## src/rtl/writeback_encoder_pkg.sv

```systemverilog
// Shared register-file writeback constants and the encoder FSM state encoding.
package writeback_encoder_pkg;

  localparam int unsigned NUM_REGS = 16;
  localparam int unsigned ADDR_W   = 4;

  typedef enum logic {
    IDLE  = 1'b0,
    ISSUE = 1'b1
  } wb_state_e;

endpackage : writeback_encoder_pkg

```

## src/rtl/writeback_encoder_if.sv

```systemverilog
// Request/issue bus between the writeback sources, the encoder and the register-file write port.
interface writeback_encoder_if;
  import writeback_encoder_pkg::*;

  logic [NUM_REGS-1:0] req;
  logic                req_valid;
  logic                flush;
  logic                out_ready;
  logic [ADDR_W-1:0]   addr;
  logic                load_enable;
  logic [NUM_REGS-1:0] pending;
  logic                dup_err;

  // Encoder side: consumes requests and back-pressure, drives the write address.
  modport master (
    input  req, req_valid, flush, out_ready,
    output addr, load_enable, pending, dup_err
  );

  // Environment side: requesters plus the register-file write port.
  modport slave (
    output req, req_valid, flush, out_ready,
    input  addr, load_enable, pending, dup_err
  );

endinterface : writeback_encoder_if

```

## src/rtl/writeback_encoder_rr_priority_select.sv

```systemverilog
// Finds the first set mask bit at or above start_i, wrapping from the top index back to 0.
module rr_priority_select
  import writeback_encoder_pkg::*;
(
  input  logic [NUM_REGS-1:0] mask_i,
  input  logic [ADDR_W-1:0]   start_i,
  output logic                found_c_o,
  output logic [ADDR_W-1:0]   idx_c_o
);

  logic [ADDR_W-1:0] cand;

  always_comb begin
    found_c_o = 1'b0;
    idx_c_o   = '0;
    cand      = '0;
    for (int unsigned i = 0; i < NUM_REGS; i++) begin
      cand = start_i + ADDR_W'(i);
      if (!found_c_o && mask_i[cand]) begin
        found_c_o = 1'b1;
        idx_c_o   = cand;
      end
    end
  end

endmodule : rr_priority_select

```

## src/rtl/writeback_encoder.sv

```systemverilog
// Round-robin writeback address encoder feeding the register-file write port.
// Define WB_ENCODER_FIXED_PRIO_EN to always pick the lowest pending register instead.
module writeback_encoder
  import writeback_encoder_pkg::*;
(
  input  logic                clk,
  input  logic                reset_n,
  writeback_encoder_if.master bus
);

  wb_state_e           state_q, state_d;
  logic [ADDR_W-1:0]   addr_q, addr_d;
  logic                load_enable_q, load_enable_d;
  logic [NUM_REGS-1:0] pending_q, pending_d;
  logic                dup_err_q, dup_err_d;
  logic [ADDR_W-1:0]   ptr_q, ptr_d;

  logic                accept_c;
  logic [NUM_REGS-1:0] clr_c;
  logic [NUM_REGS-1:0] pend_nxt_c;
  logic [ADDR_W-1:0]   next_start_c;
  logic [NUM_REGS-1:0] sel_mask_c;
  logic [ADDR_W-1:0]   sel_start_c;
  logic                sel_found_c;
  logic [ADDR_W-1:0]   sel_idx_c;

  // Accepted address is cleared, but a same-cycle request for it wins.
  assign accept_c   = load_enable_q & bus.out_ready;
  assign clr_c      = accept_c ? (NUM_REGS'(1) << addr_q) : '0;
  assign pend_nxt_c = (pending_q & ~clr_c) | (bus.req_valid ? bus.req : '0);

`ifdef WB_ENCODER_FIXED_PRIO_EN
  assign next_start_c = '0;
`else
  assign next_start_c = addr_q + ADDR_W'(1);
`endif

  // IDLE picks from the registered mask; an accept picks the follow-on from the updated mask.
  assign sel_mask_c  = accept_c ? pend_nxt_c   : pending_q;
  assign sel_start_c = accept_c ? next_start_c : ptr_q;

  rr_priority_select u_sel (
    .mask_i    (sel_mask_c),
    .start_i   (sel_start_c),
    .found_c_o (sel_found_c),
    .idx_c_o   (sel_idx_c)
  );

  always_comb begin
    state_d       = state_q;
    addr_d        = addr_q;
    load_enable_d = load_enable_q;
    ptr_d         = ptr_q;
    pending_d     = pend_nxt_c;
    dup_err_d     = dup_err_q |
                    (bus.req_valid & ~bus.flush & (|(bus.req & pending_q & ~clr_c)));

    case (state_q)
      IDLE: begin
        load_enable_d = 1'b0;
        if (sel_found_c) begin
          addr_d        = sel_idx_c;
          load_enable_d = 1'b1;
          state_d       = ISSUE;
        end
      end
      ISSUE: begin
        if (accept_c) begin
          ptr_d = next_start_c;
          if (sel_found_c) begin
            addr_d = sel_idx_c;
          end else begin
            load_enable_d = 1'b0;
            state_d       = IDLE;
          end
        end
      end
      default: begin
        load_enable_d = 1'b0;
        state_d       = IDLE;
      end
    endcase

    // Flush drops everything in flight, including this cycle's request and accept bookkeeping.
    if (bus.flush) begin
      pending_d     = '0;
      load_enable_d = 1'b0;
      state_d       = IDLE;
      ptr_d         = ptr_q;
    end
  end

  always_ff @(posedge clk or negedge reset_n) begin
    if (!reset_n) begin
      state_q       <= IDLE;
      addr_q        <= '0;
      load_enable_q <= 1'b0;
      pending_q     <= '0;
      dup_err_q     <= 1'b0;
      ptr_q         <= '0;
    end else begin
      state_q       <= state_d;
      addr_q        <= addr_d;
      load_enable_q <= load_enable_d;
      pending_q     <= pending_d;
      dup_err_q     <= dup_err_d;
      ptr_q         <= ptr_d;
    end
  end

  assign bus.addr        = addr_q;
  assign bus.load_enable = load_enable_q;
  assign bus.pending     = pending_q;
  assign bus.dup_err     = dup_err_q;

endmodule : writeback_encoder

```

## src/flat_wrapper.sv

```systemverilog
// flat-port wrapper written by rule: the top's interface ports become plain ports
module writeback_encoder_flat import writeback_encoder_pkg::*;
  (clk, reset_n, bus_req, bus_req_valid, bus_flush, bus_out_ready, bus_addr, bus_load_enable, bus_pending, bus_dup_err);
  writeback_encoder_if bus_i ();
  input  logic clk;
  input  logic reset_n;
  input wire logic [$bits(bus_i.req)-1:0] bus_req;
  input wire logic [$bits(bus_i.req_valid)-1:0] bus_req_valid;
  input wire logic [$bits(bus_i.flush)-1:0] bus_flush;
  input wire logic [$bits(bus_i.out_ready)-1:0] bus_out_ready;
  output wire logic [$bits(bus_i.addr)-1:0] bus_addr;
  output wire logic [$bits(bus_i.load_enable)-1:0] bus_load_enable;
  output wire logic [$bits(bus_i.pending)-1:0] bus_pending;
  output wire logic [$bits(bus_i.dup_err)-1:0] bus_dup_err;
  assign bus_i.req = bus_req;
  assign bus_i.req_valid = bus_req_valid;
  assign bus_i.flush = bus_flush;
  assign bus_i.out_ready = bus_out_ready;
  assign bus_addr = bus_i.addr;
  assign bus_load_enable = bus_i.load_enable;
  assign bus_pending = bus_i.pending;
  assign bus_dup_err = bus_i.dup_err;
  writeback_encoder u_core (.clk(clk), .reset_n(reset_n), .bus(bus_i));
endmodule
```

## config.mk

```make
export PLATFORM = sky130hd
export DESIGN_NAME = writeback_encoder_flat
export DESIGN_NICKNAME = d
export VERILOG_FILES = /design/src/rtl/writeback_encoder_pkg.sv /design/src/rtl/writeback_encoder_if.sv /design/src/rtl/writeback_encoder_rr_priority_select.sv /design/src/rtl/writeback_encoder.sv /design/src/flat_wrapper.sv
export SDC_FILE = /design/constraint.sdc
export NUM_CORES = 1
export LEC_CHECK = 0
export CAP_MARGIN = 30
export CELL_PAD_IN_SITES_DETAIL_PLACEMENT = 1
export CELL_PAD_IN_SITES_GLOBAL_PLACEMENT = 2
export CORE_ASPECT_RATIO = 0.9
export CORE_MARGIN = 2
export CORE_UTILIZATION = 38
export CTS_CLUSTER_DIAMETER = 60
export DETAILED_ROUTE_END_ITERATION = 8
export GPL_TIMING_DRIVEN = 1
export PLACE_DENSITY = 0.87
export SLEW_MARGIN = 20
export SYNTH_ARGS = -nofsm -noshare
export SYNTH_HDL_FRONTEND = slang
export SYNTH_SLANG_ARGS = --single-unit
```

## constraint.sdc

```tcl
create_clock -name clk -period 12.8 [get_ports clk]
set_clock_uncertainty 0.15 [all_clocks]
set_input_delay 2.56 -clock clk [delete_from_list [all_inputs] [get_ports clk]]
set_output_delay 2.56 -clock clk [all_outputs]
set_load 0.005 [all_outputs]
```

==> reports/metrics.yaml <==
status:
  status: "completed"
final_layout:
  comb_area_share_pct: 69.19
  flop_area_sq_um: 675.6
  seq-cell-share_pct: 14.23
  largest_reg_flops: 16
  logic_gates: 450
  buffers: 48
  clkCellAreaFrac_pct: 1.740
  inverters: 18
  n_clock_buffer: 3
  comb_area_sq_um: 3284
  areaGrowthSynthToFinish_pct: 13.36
  final_area_sq_um: 4747
  nonClkBufAreaFrac_pct: 9.910
  biggestCellCategory: "logic gates"
  drive_gt1_share_pct: 12.25
  fill_cells: 1306
  lay_top_cells: "nand2_1, clkdlybuf4s50_1, o21ai_0, a21oi_1, dfrtp_1"
  fin_util_pct: 44.10
  final_cells: 680
  final_common_cell: "nand2_1"
  nets: 583
  antenna_cells: 0
drt:
  top_layer: "met4"
  via_per_inst: 6.800
  met3WireLength_microns: 1562
  drt-wirelength-per-cell_microns: 25.49
  drc: 0
  wl_met1_microns: 8301
  drt.antenna.violating_nets: 0
  wl_met2_microns: 7241
  drt_iter0_markers: 707
  first_pass_iters: 6
final_timing:
  fin_ws_ns: 4.910
  period_used_pct: 61.64
  relSlewSlack_pct: 33.30
  final_max_slew_viol_count: 0
  setup_violations: 0
  max_freq_mhz: 126.7
  hold_viol: 0
  min_period_ns: 7.890
  hold_ws_ns: 0.3248
  rsz0062_at_grt: "false"
  timing.setup.tns_ns: 0
  tightest_slew_ns: 0.9920
placed_design:
  place_ws_ns: 4.679
  numPortBuffers: 42
  dp.final_hpwl_microns: 13670
  placed_area_sq_um: 4659
  gp_congestion: 0.9769
  dp.cells: 675
critical_path:
  cpMostUsedCell: "and2_1"
  cpPeakStageDelay_ns: 0.76
  cp_max_fo: 12
  critPathCaptureType: "flop"
  path_cells: "clkdlybuf4s50_1 > nand3_1 > nand2_1 > inv_1 > ha_1 > xnor2_2 > mux4_2 > and2_1 > nor4_2 > and2b_1 > and4b_1 > and2_1 > nand2b_1 > mux2i_1 > a31oi_1"
  crit_required_ns: 12.80
  cp_top_family: "simple AND/OR/NAND/NOR gates"
  slowest_stage: "clkdlybuf4s50_1"
  critPathBufInv: 2
  worstPathArrival_ns: 7.89
  cp-start-kind: "input pin"
  timing_worst_setup_path_type: "in -> reg"
logic_synthesis:
  ff_type: "dfrtp_1"
  area_leaders: "dfrtp_1, nand2_1, ha_1"
  yosysTopAreaCellShare_pct: 16.13
  syn_inst: 521
  top_cells_by_count: "nand2_1, o21ai_0, a21oi_1"
  synth.cellmix.simpleShare_pct: 28.89
  netlist_area_sq_um: 4188
  avgSynthCellArea_sq_um: 8.038
  most_common_cell: "nand2_1"
  top_area_cell: "dfrtp_1"
  muxShareOfSynthArea_pct: 7.738
  postSynthSeqShare_pct: 16.13
  ys_chip_area_sq_um: 4188
  ys_cells: 521
  ys_sh_adder_pct: 4.183
  synthArstFlopShare_pct: 100.0
  ys_types: 86
  synthTopLogicFamily: "AND-OR/OR-AND gates"
  ys_warn_count: 0
  synth_flop_count: 27
  xor_area_share_pct: 3.645
  syn-num-nets: 556
  edf_count: 0
  synthAoiAreaFrac_pct: 33.97
clock_network:
  clock-root-buffer: "clkbuf_16"
  clkLatencyLatePin_ns: 0.28
  h-tree-depth: 1
  hold_buffers: 0
  clk_path_buf_depth: 2
  cts.clk_slew.worst_paths_ns: 0.08
  cts_tree: "done"
  numClockSinks: 27
  cts_resized: 0
  post-cts-setup-buffers: 0
global_route:
  grt_start_max_net_pins: 37
  grt_pass1_wl_microns: 26920
  use_met1_pct: 45.49
  first_global_vias: 4429
  grt_overflow_total: 0
  gr-usage-all-layers_pct: 29.21
  busiest_layer: "met1"
  antenna_found_initial: 0
hold_path:
  hold_class: "reg -> reg"
pwr:
  power_w: 0.001415
  p_sw_w: 0.0008349
  powerDensity_nw_per_um2: 298.0
  pwr-share-seq_pct: 10.1
  swShare_pct: 59.02
  pg_clk_w: 0.0000799
  leakage_nw: 1.879
  p_int_w: 0.0005797
  powerSeq_w: 0.000143
  power_leader: "combinational cells"
  p_clk_share_pct: 5.6
  vdd_drop_max_uv: 109.5
  combPwrFrac_pct: 84.3
  comb_power_w: 0.00119
floorplanning:
  num_rows: 36
  die_h_microns: 103.6
  ios: 43
  fp.dieArea_sq_um: 11880
  initCoreUtil_pct: 38.90
  taps: 133
  coreArea_sq_um: 10770
  fp.dieW_microns: 114.7
job:
  drv_cap: 0
  warnings: 36
-- cells by family after synthesis --
kind of cell,after synthesis
and+or+nand+nor,207
AOI/OAI and AO/OA,190
buffers and inverters,44
DFF,27
muxes,25
xor gates and xnor gates,14
adders and majority gates,14
-- worst paths after layout --
kind                                    start               endpoint  slack [ns]  cells past startpoint
setup / recovery                bus_out_ready     u_core.bus.addr[2]        4.91                     15
hold / removal             u_core.bus.dup_err     u_core.bus.dup_err        0.32                      1
setup reg to reg           u_core.bus.addr[0]     u_core.bus.addr[2]        6.95                     16
hold reg to reg            u_core.bus.dup_err     u_core.bus.dup_err        0.32                      1
max in group asynchronous             reset_n        u_core.ptr_q[2]        9.70                      2
min in group asynchronous             reset_n  u_core.bus.pending[2]        2.52                      2
Figure 1. Floorplan with the power grid.
Drawn at 3 px/micron. Pins as bars on the die edge. Tap cells in grey.
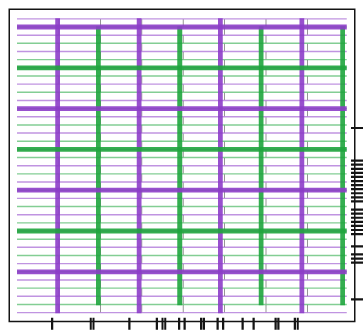
[purple] VSS
[green] VDD
tap cells: 133
met1 rails: 37
signal pins: 43

Figure 2. Met3 routing.
Drawn at 2 px/micron.
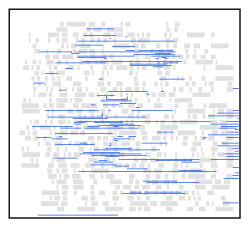
longest straight run: 69.0 microns
nets with wire on the layer: 104
DR vias: 4624
Detailed Route WL: 17340 microns
met3 usage: 6.554%

Figure 3. M2 wires.
Drawn at 2 px/micron.
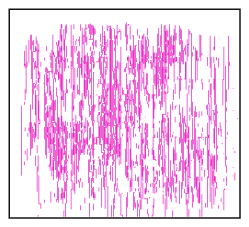
longest straight run: 60.4 microns
wire length on this layer: 7240 microns
main direction: vertical
nets with wire on the layer: 529
share of all routed wire: 42%
GR Layer Usage met2: 40.96%

Figure 4. Routed metal, one colour a layer.
Drawn at 3 px/micron.
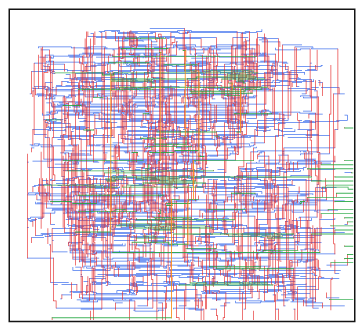
[blue] met1 | wire length: 8300 microns
[green] met3 | wire length: 1560 microns
[orange] met4 | wire length: 231 microns
[red] met2 | wire length: 7240 microns

Figure 5. Clock wiring as the flow saved it.
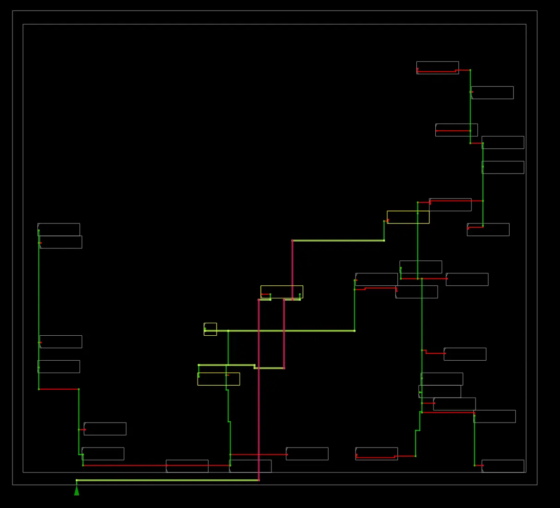
Inserted Clock Buffers: 3
Flops: 27

Power figures rest on the tool's default switching activity, not on a simulated workload.
